==> config.mk <==
export PLATFORM = sky130hd
export DESIGN_NAME = speck_encrypt_core
export DESIGN_NICKNAME = d
export VERILOG_FILES = /design/src/rtl/speck_pkg.sv /design/src/rtl/speck_round.sv /design/src/rtl/speck_encrypt_core.sv
export SDC_FILE = /design/constraint.sdc
export NUM_CORES = 1
export LEC_CHECK = 0
export ABC_AREA = 0
export CAP_MARGIN = 20
export CORE_MARGIN = 10
export CORE_UTILIZATION = 56
export DETAILED_ROUTE_END_ITERATION = 10
export PLACE_DENSITY_LB_ADDON = 0.05
export REMOVE_ABC_BUFFERS = 1
export SLEW_MARGIN = 40
export SYNTH_ARGS = -nofsm -noshare
export SYNTH_HDL_FRONTEND = slang
export SYNTH_SLANG_ARGS = --single-unit
==> constraint.sdc <==
create_clock -name clk -period 19.5 [get_ports clk]
set_input_delay 3.9 -clock clk [delete_from_list [all_inputs] [get_ports clk]]
set_output_delay 3.9 -clock clk [all_outputs]
set_load 0.05 [all_outputs]
Run 1, where the registers sit:
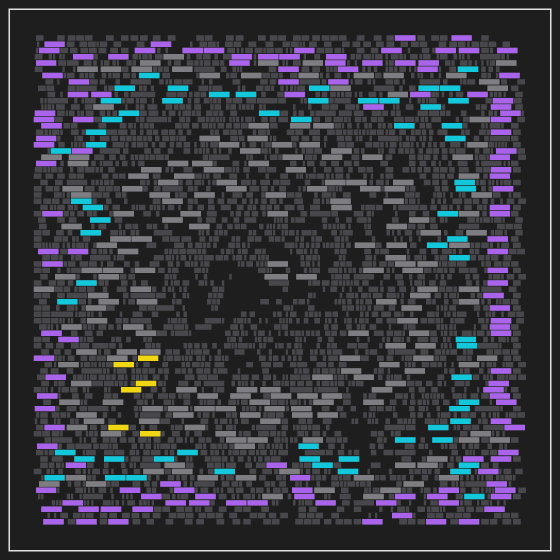
legend:
  ciphertext:
    colour: purple
    flops: 128
    where: spread over the die
  r_x:
    colour: cyan
    flops: 64
    where: spread over the die
  r_i:
    colour: yellow
    flops: 6
not coloured: 194
Final Core Density: 0.691

Run 1, cells coloured by class:
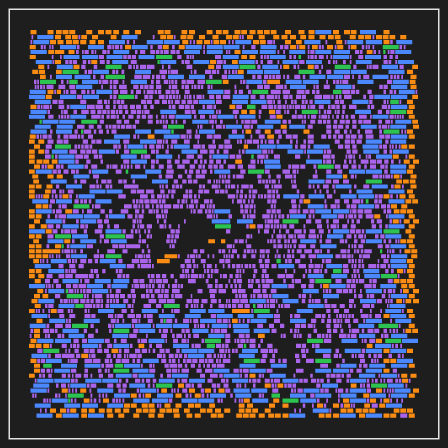
legend:
  flip-flops:
    colour: blue
    cells: 392
    share_of_their_area: 32%
  clock drivers and dummy loads:
    colour: green
    cells: 76
    share_of_their_area: 4.7%
  other buffers and delay cells:
    colour: orange
    cells: 407
    share_of_their_area: 14%
  all other logic:
    colour: purple
    cells: 2,312
    share_of_their_area: 50%
core area: 45,300 um^2
post-route cell area: 31,300 um^2
Seq area share: 0.314
Row Count: 78

Run 1, placement density heat map:
23 x 23 tiles, from black (low) to pale yellow (high), 0 to 100% covered.
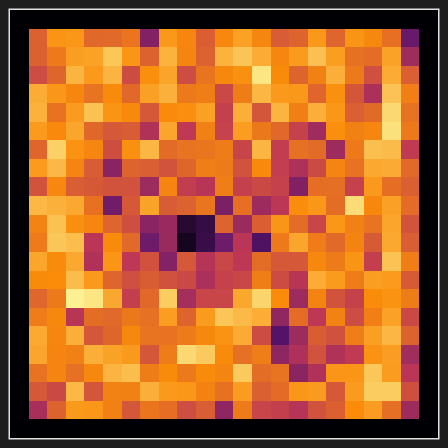
mean over tiles: 56%
fullest tile: 97%
tiles over 75% full: 27%
Initial Util: 0.565

Run 1, cells by drive strength:
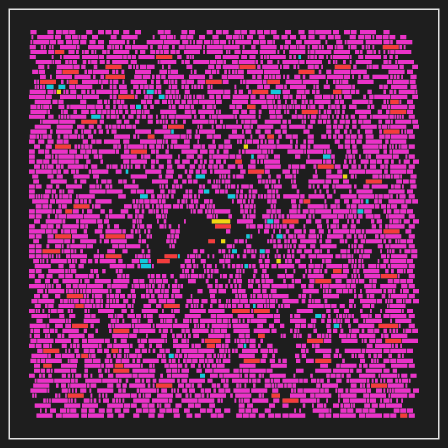
legend:
  drive 2:
    colour: cyan
    cells: 33
  drive 1 or less:
    colour: magenta
    cells: 3,074
  drive 3 to 4:
    colour: yellow
    cells: 6
  drive 6 and up:
    colour: red
    cells: 74
area delta synth->final: 22.3%
fin worst setup slack: 13,670 ps
Non-CTS buffers: 407

==> summary.txt <==
flow finished, numbers: vertical die size around 230 um, H-tree depth 2, top cell type's share of synthesized area 0.383, Synth area leaders dfrtp_1 38%, xnor2_1 7.2%, nand2_1 6.5%, mux2i_1 6.3%, ha_1 6.2%, CP max stage delay approximately 840 ps, TritonCTS Buffers 45, clock tree root buffer cell clkbuf_16, die extent in x ~230 um, synth unique cells 74, Hold Crit Depth 2, MaxCap Viol Count 0, max reg flops roughly 130, Critical Path AT between 1500 and 2000 ps, Total GRT Usage 0.289, Synth Area in Simple Gates 0.137, Clock Path Buffers 3, TritonCTS clock tree yes, IO Count around 390, top-count cell post-synth nand2_1, Most common reg cell dfrtp_1, async set or reset register ratio after synthesis 1.00, Crit path depth 1, post_cts resized 0, DP Cell Count between 3,000 and 4,000, clock skew approximately 15 ps, RSZ-0062 raised after global routing no, final hold vios 0, setup TNS 0 ps, final period utilization 0.299, max-slew violations 0, Rel. slew slack 0.446, largest area contributor in the netlist dfrtp_1, initial antenna violation count 2, Worst Path Max Fanout 4, WL/cell approximately 21 um, vias per inst approximately 5.9, largest net degree at the start of global routing about 240, First DRT Iteration DRCs between 1,500 and 2,000, Data required, critical path ~16,000 ps, Buf/Inv on CP 1, CP cell instances clkdlybuf4s50_1, Routed Antenna Nets 0, Fillers around 3,700, Synth Cell Area 25,600 um^2, Final min period between 5000 and 6000 ps, Post-synth EDFFs 0, Worst setup EP type primary output, Mean Syn Cell Area around 9 um^2, slowest CP cell clkdlybuf4s50_1, hold bufs inserted after CTS 0, Adder Share, Synth 0.0637, XOR Share, Synth 0.113, DRC errors left 0, synth warn 0, Finished Layout Cells between 3,000 and 4,000, final WL slightly above 80,000 um, worst reg2reg path depth 15, vias in the first global route ~22,000, IO buf count 389, CP Class register to primary output, Worst-Margin Slew slightly above 800 ps, global route overflow 0, post-synthesis mux area share 0.0639, Reg2Reg Setup Slack around 15,000 ps, Die Area ~55,000 um^2, drt pass-1 iters 6, tally of OpenROAD warnings 36, Logic family by area AND-OR/OR-AND gates, global-route wire length before repair around 130,000 um, share of post-route cells with drive strength above 1 0.0355, cell count after synthesis between 2,000 and 3,000, Seq/Total Area, Yosys 0.383, Layout Nets 3,546, status completed, clk sink count 392, final setup vio count 0, top cells by count, synth 441 x nand2_1, 392 x dfrtp_1, 304 x o21ai_0, Vias around 22,000, ao+oa area frac 0.207, Worst-path clk slew 60 ps, Latency at later pin 580 ps, family with the most delay on the worst path buffers and inverters, post-CTS setup buffer count 0, yosys cell count about 2,900, Seq cells post-synth about 390, GPL Wtd Cong between 0.9 and 1, critical path launch point type register, Highest Clock Rate ~170 MHz, YS chip area 25,600 um^2, dpl hpwl ~61,000 um, Hold Path Class register to register
==> run 1: final cells by class <==
class | count | area [um^2] | share of cell area
flip-flops and latches | 392 | 9810 | 0.314
multi-input cells | 2266 | 15000 | 0.478
inverters | 46 | 180 | 0.00576
diodes | 3 | 7.51 | 0.000240
repair buffers | 407 | 4150 | 0.132
clock buffers | 65 | 1300 | 0.0416
well taps | 600 | 751 | 0.0240
clock inverters | 11 | 133 | 0.00424
==> run 1: through the flow <==
step	setup WS (ps)	cell area (um^2)	utilization	hold slack [ps]
4_1_cts	13630	31200	0.689	477
6_report	13670	31300	0.691	474
3_3_place_gp	12620	29700	0.657	457
3_5_place_dp	13120	29800	0.658	463
2_1_floorplan	568	24900	-	497
5_1_grt	13500	31300	0.691	496
==> run 1: cells in the final DEF (no fill, tap or decap), drive strengths merged, types with 30 or more instances in the layout <==
cell type,Yosys,layout
nand2,441,441
dfrtp,392,392
clkdlybuf4s50,0,388
o21ai,315,315
a21oi,249,249
xnor2,209,209
mux2i,161,161
ha,127,127
xor2,115,115
nor2b,114,114
a211oi,114,114
a21o,78,78
clkbuf,139,65
nor2,63,63
inv,45,46
nand4,31,31
nand3,30,30
==> run 1: per-layer routing <==
layer / up-vias / global-route usage / part of all wire
li1: 10700 / - / -
met1: 10900 / 0.389 / 0.43
met2: 690 / 0.476 / 0.48
met3: 111 / 0.0412 / 0.059
met4: 0 / 0.0867 / 0.026
met5: - / 0 / 0
